`config.mk`:
```
export PLATFORM = sky130hd
export DESIGN_NAME = imem_refill_unit
export DESIGN_NICKNAME = d
export VERILOG_FILES = /design/src/rtl/imem_refill_unit_pkg.sv /design/src/rtl/imem_refill_ctr.sv /design/src/rtl/imem_refill_unit.sv
export SDC_FILE = /design/constraint.sdc
export NUM_CORES = 1
export LEC_CHECK = 0
export ABC_AREA = 1
export CAP_MARGIN = 20
export CORE_MARGIN = 3
export CORE_UTILIZATION = 47
export CTS_CLUSTER_SIZE = 28
export DETAILED_ROUTE_END_ITERATION = 8
export PLACE_DENSITY = 0.81
export SLEW_MARGIN = 30
export SYNTH_ARGS = -nofsm -noshare
export SYNTH_HDL_FRONTEND = slang
export SYNTH_SLANG_ARGS = --single-unit
```
`constraint.sdc`:
```
create_clock -name clk -period 2.4 [get_ports clk]
set_input_delay 0.6 -clock clk [delete_from_list [all_inputs] [get_ports clk]]
set_output_delay 0.6 -clock clk [all_outputs]
set_load 0.005 [all_outputs]
```
`src/rtl/imem_refill_unit_pkg.sv`:
```
// Shared constants and types for the instruction-cache line refill unit.
package imem_refill_unit_pkg;

    // Default line geometry: words per line and byte-offset bits inside a line.
    localparam int unsigned line_words       = 4;
    localparam int unsigned line_offset_bits = $clog2(line_words) + 2;

    typedef enum logic [1:0] {
        IDLE,
        FILL,
        DONE
    } refill_state_t;

endpackage

```
`src/rtl/imem_refill_ctr.sv`:
```
// Saturating up-counter with synchronous clear; used for the issue and receive word indices.
module refill_ctr #(
    parameter int unsigned W       = 3,
    parameter int unsigned MAX_VAL = 4
) (
    input  logic         clk,
    input  logic         nrst,
    input  logic         clr,
    input  logic         inc,
    output logic [W-1:0] cnt
);

    localparam logic [W-1:0] TOP = W'(MAX_VAL);

    // Clear wins over increment; the count sticks at TOP.
    always_ff @(posedge clk or negedge nrst) begin
        if (!nrst) begin
            cnt <= '0;
        end else if (clr) begin
            cnt <= '0;
        end else if (inc && (cnt != TOP)) begin
            cnt <= cnt + W'(1);
        end
    end

endmodule

```
`src/rtl/imem_refill_unit.sv`:
```
// Instruction-cache miss refill: fetches one aligned line from RAM over a pipelined
// req/gnt/rvalid bus, keeping up to MAX_OUT requests in flight, and streams the words
// back in ascending order.
module imem_refill_unit
    import imem_refill_unit_pkg::*;
#(
    parameter int unsigned ADDR_W     = 32,
    parameter int unsigned WORD_W     = 32,
    parameter int unsigned LINE_WORDS = line_words,
    parameter int unsigned MAX_OUT    = 2
) (
    input  logic              clk,
    input  logic              nrst,
    input  logic              miss,
    input  logic [ADDR_W-1:0] miss_addr,
    output logic [WORD_W-1:0] mem_word,
    output logic              word_ready,
    output logic [ADDR_W-1:0] word_addr,
    output logic              line_done,
    output logic              busy,
    output logic              ram_req,
    output logic [ADDR_W-1:0] ram_addr,
    input  logic              ram_gnt,
    input  logic              ram_rvalid,
    input  logic [WORD_W-1:0] ram_rdata
);

    localparam int unsigned LB = $clog2(LINE_WORDS) + 2;
    localparam int unsigned CW = $clog2(LINE_WORDS) + 1;
    localparam int unsigned OW = $clog2(MAX_OUT) + 1;

    localparam logic [CW-1:0] LINE_CNT = CW'(LINE_WORDS);
    localparam logic [CW-1:0] LAST_IDX = CW'(LINE_WORDS - 1);
    localparam logic [OW-1:0] OUT_MAX  = OW'(MAX_OUT);

    refill_state_t     state;
    logic [ADDR_W-1:0] base;
    logic [OW-1:0]     out_cnt;
    logic [CW-1:0]     iss_cnt;
    logic [CW-1:0]     rcv_cnt;

    logic start;
    logic grant;
    logic accept;

    // Offset bits of the faulting address are dropped when the line base is latched.
    logic unused_addr_bits;
    assign unused_addr_bits = ^miss_addr[LB-1:0];

    // Request side is combinational from registered state, so it holds until granted.
    always_comb begin
        start    = (state == IDLE) && miss;
        ram_req  = (state == FILL) && (iss_cnt < LINE_CNT) && (out_cnt < OUT_MAX);
        ram_addr = (state == FILL) ? base + ADDR_W'({iss_cnt, 2'b00}) : '0;
        grant    = ram_req && ram_gnt;
        // A response with nothing outstanding (stale or spurious) is dropped.
        accept   = (state == FILL) && ram_rvalid && (out_cnt != '0);
        busy     = (state != IDLE);
    end

    refill_ctr #(
        .W       (CW),
        .MAX_VAL (LINE_WORDS)
    ) u_iss_ctr (
        .clk  (clk),
        .nrst (nrst),
        .clr  (start),
        .inc  (grant),
        .cnt  (iss_cnt)
    );

    refill_ctr #(
        .W       (CW),
        .MAX_VAL (LINE_WORDS)
    ) u_rcv_ctr (
        .clk  (clk),
        .nrst (nrst),
        .clr  (start),
        .inc  (accept),
        .cnt  (rcv_cnt)
    );

    // Refill FSM with registered word/line outputs and the outstanding-request count.
    always_ff @(posedge clk or negedge nrst) begin
        if (!nrst) begin
            state      <= IDLE;
            base       <= '0;
            out_cnt    <= '0;
            mem_word   <= '0;
            word_addr  <= '0;
            word_ready <= 1'b0;
            line_done  <= 1'b0;
        end else begin
            word_ready <= 1'b0;
            line_done  <= 1'b0;
            unique case (state)
                IDLE: begin
                    if (miss) begin
                        base    <= {miss_addr[ADDR_W-1:LB], {LB{1'b0}}};
                        out_cnt <= '0;
                        state   <= FILL;
                    end
                end
                FILL: begin
                    out_cnt <= out_cnt + OW'(grant) - OW'(accept);
                    if (accept) begin
                        word_ready <= 1'b1;
                        mem_word   <= ram_rdata;
                        word_addr  <= base + ADDR_W'({rcv_cnt, 2'b00});
                        if (rcv_cnt == LAST_IDX) begin
                            state <= DONE;
                        end
                    end
                end
                DONE: begin
                    // One dead cycle so the cache can drop miss after the last write.
                    line_done <= 1'b1;
                    state     <= IDLE;
                end
                default: state <= IDLE;
            endcase
        end
    end

endmodule

```
**Placed standard cells**

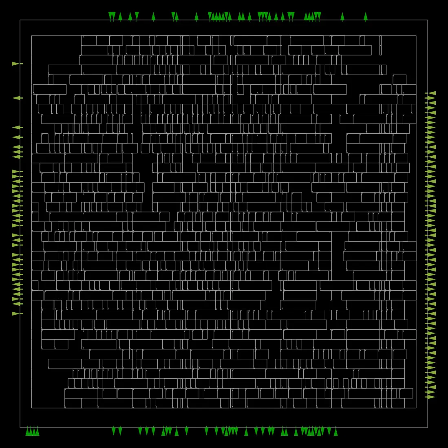
seq_cells: 102
# rows: 38
fillcell total: 850
flop share of the area: 0.315
final core area utilization: 0.735

**Signal metal coverage by tile**

Drawn at 3 px/µm. The die is cut into 23 by 23 equal tiles; dark blue is low, red is high, scaled to the fullest tile. Values are wire area over tile area, all layers added.
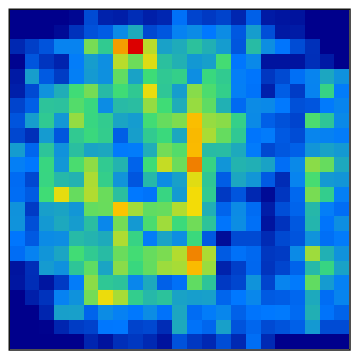
tiles over half the peak	17%
emptiest ninth of the die	top right
mean over tiles	0.21
densest ninth of the die	middle
fullest tile	0.69
nearly empty tiles	6.4%
Post-Route WL: 16700 µm
Via Count: 5452
Tot GR Track Use: 0.259
WL/cell: 15.4 µm

**Register map, names as in the netlist**

Drawn at 4 px/µm.
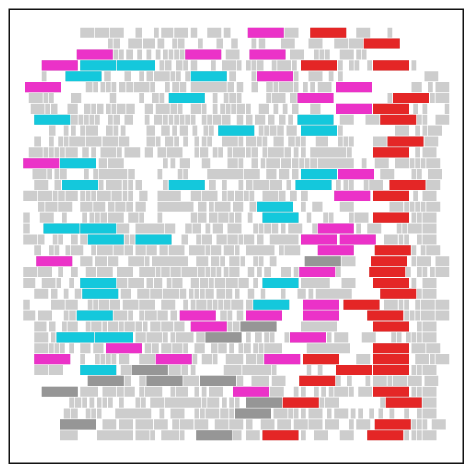
color	netlist name	sequential cells
red	mem_word	32
magenta	word_addr	30
cyan	base	28
Seq. pwr: 3130 µW
Storage cell area: 0.00256 mm²

==> qor.csv <==
metric,value,unit
power,9500,µW
crit_cells,10,
cts_tree,yes,
rr_endpoint,word_addr[30]$_DFFE_PN0P_,
area_growth,50.3,%
netlist_top_cells_count,"nand2_1, dfrtp_1, inv_1",
ys_chip_area,0.00539,mm²
top_power_group,combinational logic,
final_antenna_net_count,0,
dr_wl_met3,1020,µm
max-vdd-ir-drop,0.551,mV
p_clk,1550,µW
cts.repair.resized,153,
ys_sh_adder,0.0255,
io_pins,169,
core-area,0.0110,mm²
critical_path_buf_inv_count,4,
p_leak,0.00398,µW
fin_nets,1016,
taps,140,
clock_buffers,9,
p_int,5740,µW
violations,setup timing,
synthCells,719,
clk_share,0.0392,
powerDensity,1170,mW/mm²
numCtsBuffers,9,
top_area_frac,0.473,
setup.worst_path.end,ram_addr[13],
comb_area_frac,0.336,
dieHeight,113,µm
syn_avg_cell_area,7.50,µm²
post_cts_buffers,13,
largest_cell_class,combinational gates,
setup_viol,21,
status,"finished, violations left",
muxShareOfSynthArea,0,
highest_layer,met4,
cts_buffer_depth,2,
finalWorstSetupSlack,-0.198,ns
reg2reg_from,base[4]$_DFFE_PN0P_,
final_common_cell,nand2_1,
drv_cap,0,
==> worst min path at each step <==
stage / to / startpoint / slack, ns / depth (start not counted)
after CTS: mem_word[8]$_DFFE_PN0P_ / nrst / 0.20 / 1
after floorplan: base[10]$_DFFE_PN0P_ / nrst / 0.30 / 0
after global routing: mem_word[10]$_DFFE_PN0P_ / nrst / 0.23 / 1
after detailed placement: mem_word[27]$_DFFE_PN0P_ / mem_word[27]$_DFFE_PN0P_ / 0.46 / 2
final: mem_word[7]$_DFFE_PN0P_ / nrst / 0.19 / 1
after global placement: line_done$_DFF_PN0_ / state[0]$_DFFE_PN0P_ / 0.45 / 1
Power figures rest on the tool's default switching activity, not on a simulated workload.
